<file path="src/rtl/wb_daq_scheduler.sv">
// DAQ channel scheduler: grants one of NUM_PORTS start_sram requesters access
// to the Wishbone bus master. It supports round-robin or fixed-priority
// selection, holds each grant until the master reports done, and aborts a
// stalled grant after TIMEOUT_CYCLES. A one-cycle RELEASE gap always separates
// two consecutive grants.
module wb_daq_scheduler #(
    parameter int NUM_PORTS      = 4,
    parameter int SEL_W          = 2,
    parameter int TIMEOUT_CYCLES = 1024
) (
    input  logic                 wb_clk,
    input  logic                 wb_rst,
    input  logic [NUM_PORTS-1:0] request,
    input  logic [NUM_PORTS-1:0] enable_mask,
    input  logic                 fixed_priority,
    input  logic                 done,
    output logic [NUM_PORTS-1:0] grant,
    output logic [SEL_W-1:0]     select,
    output logic                 active,
    output logic                 timeout_err
);

    // The counter only needs to reach TIMEOUT_CYCLES-1.
    localparam int CNT_W = (TIMEOUT_CYCLES > 1) ? $clog2(TIMEOUT_CYCLES) : 1;
    localparam logic [CNT_W-1:0] CNT_LAST =
        CNT_W'((TIMEOUT_CYCLES > 0) ? (TIMEOUT_CYCLES - 1) : 0);
    localparam logic             TO_EN    = (TIMEOUT_CYCLES > 0);
    // Reset pointer value makes port 0 the first port searched.
    localparam logic [SEL_W-1:0] PTR_RST  = SEL_W'(NUM_PORTS - 1);
    localparam logic [NUM_PORTS-1:0] ONE_HOT0 = {{(NUM_PORTS-1){1'b0}}, 1'b1};

    typedef enum logic [1:0] {
        ST_IDLE    = 2'd0,
        ST_GRANT   = 2'd1,
        ST_RELEASE = 2'd2
    } state_e;

    state_e               state_q,   state_d;
    logic [NUM_PORTS-1:0] grant_q,   grant_d;
    logic [SEL_W-1:0]     select_q,  select_d;
    logic                 active_q,  active_d;
    logic                 terr_q,    terr_d;
    logic [CNT_W-1:0]     cnt_q,     cnt_d;
    logic [SEL_W-1:0]     rr_ptr_q,  rr_ptr_d;

    logic [NUM_PORTS-1:0] eligible_s;
    logic                 pick_found_s;
    logic [SEL_W-1:0]     pick_idx_s;
    logic                 timeout_hit_s;

    assign eligible_s    = request & enable_mask;
    assign timeout_hit_s = TO_EN && (cnt_q == CNT_LAST);

    // Arbiter: choose the winning eligible port for the current mode.
    always_comb begin
        logic [SEL_W-1:0] idx_v;
        pick_found_s = 1'b0;
        pick_idx_s   = '0;
        idx_v        = '0;
        if (fixed_priority) begin
            // Scan downwards so the lowest eligible index is written last.
            for (int i = NUM_PORTS - 1; i >= 0; i--) begin
                idx_v = SEL_W'(i);
                if (eligible_s[idx_v]) begin
                    pick_found_s = 1'b1;
                    pick_idx_s   = idx_v;
                end else begin
                    pick_found_s = pick_found_s;
                end
            end
        end else begin
            // Scan the rotated order backwards so the first port after the
            // last grant (smallest offset) wins.
            for (int off = NUM_PORTS; off >= 1; off--) begin
                idx_v = SEL_W'((int'(rr_ptr_q) + off) % NUM_PORTS);
                if (eligible_s[idx_v]) begin
                    pick_found_s = 1'b1;
                    pick_idx_s   = idx_v;
                end else begin
                    pick_found_s = pick_found_s;
                end
            end
        end
    end

    // Next-state and registered-output logic for the IDLE/GRANT/RELEASE FSM.
    always_comb begin
        state_d  = state_q;
        grant_d  = grant_q;
        select_d = select_q;
        active_d = active_q;
        terr_d   = 1'b0;
        cnt_d    = cnt_q;
        rr_ptr_d = rr_ptr_q;
        case (state_q)
            ST_IDLE: begin
                if (pick_found_s) begin
                    grant_d  = ONE_HOT0 << pick_idx_s;
                    select_d = pick_idx_s;
                    active_d = 1'b1;
                    rr_ptr_d = pick_idx_s;
                    cnt_d    = '0;
                    state_d  = ST_GRANT;
                end else begin
                    state_d  = ST_IDLE;
                end
            end
            ST_GRANT: begin
                if (done) begin
                    // done takes precedence over a simultaneous timeout.
                    grant_d  = '0;
                    active_d = 1'b0;
                    state_d  = ST_RELEASE;
                end else if (timeout_hit_s) begin
                    grant_d  = '0;
                    active_d = 1'b0;
                    terr_d   = 1'b1;
                    state_d  = ST_RELEASE;
                end else begin
                    cnt_d    = cnt_q + CNT_W'(1);
                    state_d  = ST_GRANT;
                end
            end
            ST_RELEASE: begin
                state_d = ST_IDLE;
            end
            default: begin
                grant_d  = '0;
                active_d = 1'b0;
                state_d  = ST_IDLE;
            end
        endcase
    end

    // State and output registers with synchronous reset.
    always_ff @(posedge wb_clk) begin
        if (wb_rst) begin
            state_q  <= ST_IDLE;
            grant_q  <= '0;
            select_q <= '0;
            active_q <= 1'b0;
            terr_q   <= 1'b0;
            cnt_q    <= '0;
            rr_ptr_q <= PTR_RST;
        end else begin
            state_q  <= state_d;
            grant_q  <= grant_d;
            select_q <= select_d;
            active_q <= active_d;
            terr_q   <= terr_d;
            cnt_q    <= cnt_d;
            rr_ptr_q <= rr_ptr_d;
        end
    end

    assign grant       = grant_q;
    assign select      = select_q;
    assign active      = active_q;
    assign timeout_err = terr_q;

endmodule

</file>
<file path="config.mk">
export PLATFORM = sky130hd
export DESIGN_NAME = wb_daq_scheduler
export DESIGN_NICKNAME = d
export VERILOG_FILES = /design/src/rtl/wb_daq_scheduler.sv
export SDC_FILE = /design/constraint.sdc
export NUM_CORES = 1
export LEC_CHECK = 0
export CAP_MARGIN = 40
export CORE_UTILIZATION = 31
export CTS_CLUSTER_SIZE = 14
export DETAILED_ROUTE_END_ITERATION = 10
export PLACE_DENSITY_LB_ADDON = 0.1
export SLEW_MARGIN = 20
export SYNTH_ARGS = -nofsm -noshare
export SYNTH_HDL_FRONTEND = slang
export SYNTH_SLANG_ARGS = --single-unit
</file>
<file path="constraint.sdc">
create_clock -name wb_clk -period 2 [get_ports wb_clk]
set_clock_uncertainty 0.05 [all_clocks]
set_input_delay 0.4 -clock wb_clk [delete_from_list [all_inputs] [get_ports wb_clk]]
set_output_delay 0.4 -clock wb_clk [all_outputs]
set_load 0.01 [all_outputs]
</file>
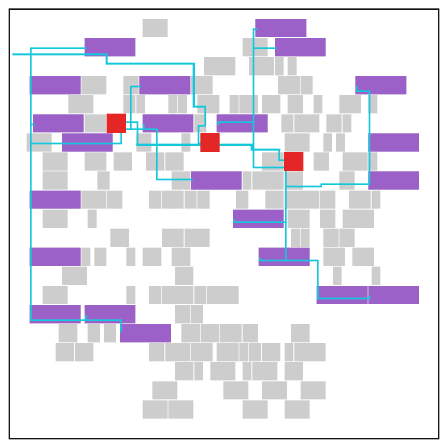
Figure 1: clock network drawn from the DEF.
legend:
  clock-net drivers:
    color: red
    count: 3
  clock wires:
    color: cyan
    length: 281 um
  flip-flops:
    color: purple
    count: 22
flops lie: spread over the die
routed clock nets: 4

==> deck_impl_summary.md <==
Run Summary

Worst setup path
  – Startpoint types: input pin
  – CP max stage delay: approximately 0.48 ns
  – Worst setup endpoint: grant[1]

Placement
  – Place WS: -0.159 ns
  – Port Buffers: 19

Final layout
  – Top cells excl fill/tap: 22 x dfxtp_1, 19 x clkdlybuf4s50_1, 15 x buf_4
  – Top cell excl fill/tap: dfxtp_1
  – Layout cells sized above 1: between 10% and 20%

Logic synthesis
  – Yosys aoi share: 18.6%
  – Async S/R FF share, synth: 0%
  – Distinct lib cells: 45
  – Syn Area/Cell: 9.08 sq um
  – Synth flops: 22
  – Mapped cell area: between 0.001 and 0.0015 sq mm
  – Syn. warnings: 0

Timing
  – Tcrit/Tclk final: 91.7%
  – Measured slew at the worst slew-check pin: slightly below 0.3 ns
  – RSZ-0062 raised after global routing: no
  – Final critical-path required period: 1.83 ns

Die
  – Chip area: ~0.0037 sq mm
  – Core area: ~0.0033 sq mm

Clock tree
  – Clock-pin slew on the worst setup and hold paths: 0.12 ns
  – CTS tree: built
  – Clock buffer depth: 2
  – Late-Pin Clk Latency: 0.30 ns
  – # hold bufs at CTS: 0
  – CTS resizes: 0
  – Clock Sinks: 22

Drt
  – Via count: 984
  – Antenna viol nets, final: 0

Power
  – PD cells: approximately 650 mW/mm^2
  – Final total power: 0.943 mW

GRT
  – Vias in the first global route: 983
  – Initial antenna violation count: 0
  – Tot GR Track Use: ~14%

Run status
  – Run status: complete, no violations

Flow run
  – OpenROAD warnings: 26

Min path
  – Worst Hold Class: flop to flop
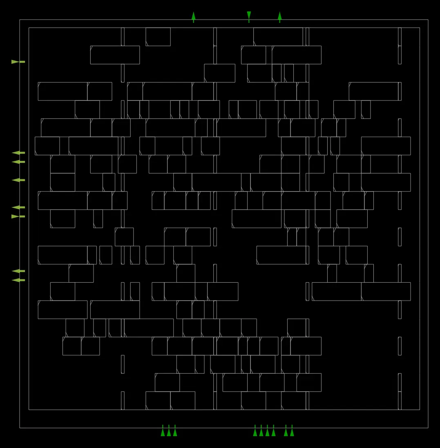
Figure 2: cell outlines without signal wires.
post-layout util: 43.3%
fraction of area in registers: 30.4%
fill cell count: 355
tap cells: 46
flop count: 22

## routing by layer
metal	global-route usage, %	routed length (um)	up-vias
met5	0	0	-
met3	4.83	81	0
met1	17.8	1160	462
met2	25.2	1070	11
li1	-	-	511
met4	1.95	0	0
## final cells by class
cell class                      count  area (sq um)  share of cell area (%)
Timing Repair Buffer               34           303                    20.9
Clock buffer                        4          36.3                    2.51
Multi-Input combinational cell     92           606                    41.9
Tap cell                           46          57.6                    3.98
Sequential cell                    22           440                    30.4
Inverter                            1          3.75                   0.260
## critical path: cells and delay by family
kind            cells  cell delay, ns
simple gates        4            0.85
compound gates      1            0.14
buf+inv             2            0.64
## state kept, by name, indices dropped and copies added (netlist names)
| name | count |
|---|---|
| rr_ptr_q | 2 |
| active | 1 |
| timeout_err | 1 |
| cnt_q | 10 |
| select | 2 |
| state_q | 2 |
| grant | 4 |
## report_power, final
group | internal (mW) | total [mW] | switching [mW]
Combinational | 0.120 | 0.213 | 0.0930
Clock | 0.111 | 0.244 | 0.133
Sequential | 0.463 | 0.486 | 0.0232
## worst min-delay path by stage
stage | start | endpoint | slack [ns] | depth (start not counted)
final | select[1] | select[1] | 0.42 | 2
after global routing | select[1] | select[1] | 0.44 | 2
after CTS | select[1] | select[1] | 0.42 | 2
after detailed placement | grant[1] | grant[1] | 0.40 | 1
after global placement | select[1] | select[1] | 0.40 | 2
after floorplan | select[1] | select[1] | 0.43 | 2
## cell families (layout without fill, tap and decap cells)
kind of cell / after synthesis / in the layout
AND/OR/NAND/NOR: 57 / 57
AND-OR/OR-AND: 26 / 26
flip-flops: 22 / 22
XOR/XNOR: 7 / 7
buffers and inverters: 5 / 39
adder cells (fa/ha/maj): 1 / 1
multiplexers: 1 / 1
## synthesized netlist by cell type (all sizes together), types with 2 or more instances
cell,instances,area share (%)
nand4,6,4.1
nor2,13,4.5
nor3,5,2.8
dfxtp,22,41
nor4,3,2.3
xnor2,3,2.4
and3,4,2.4
nand3,3,1.4
nand2,14,5.1
nand2b,2,1.2
buf,3,2.5
nand3b,2,1.4
o31a,2,1.7
xor2,4,3.2
a21oi,7,3.2
a22o,2,1.6
o21ai,2,0.93
o2bb2ai,2,1.6
Power and IR drop assume default switching activity.
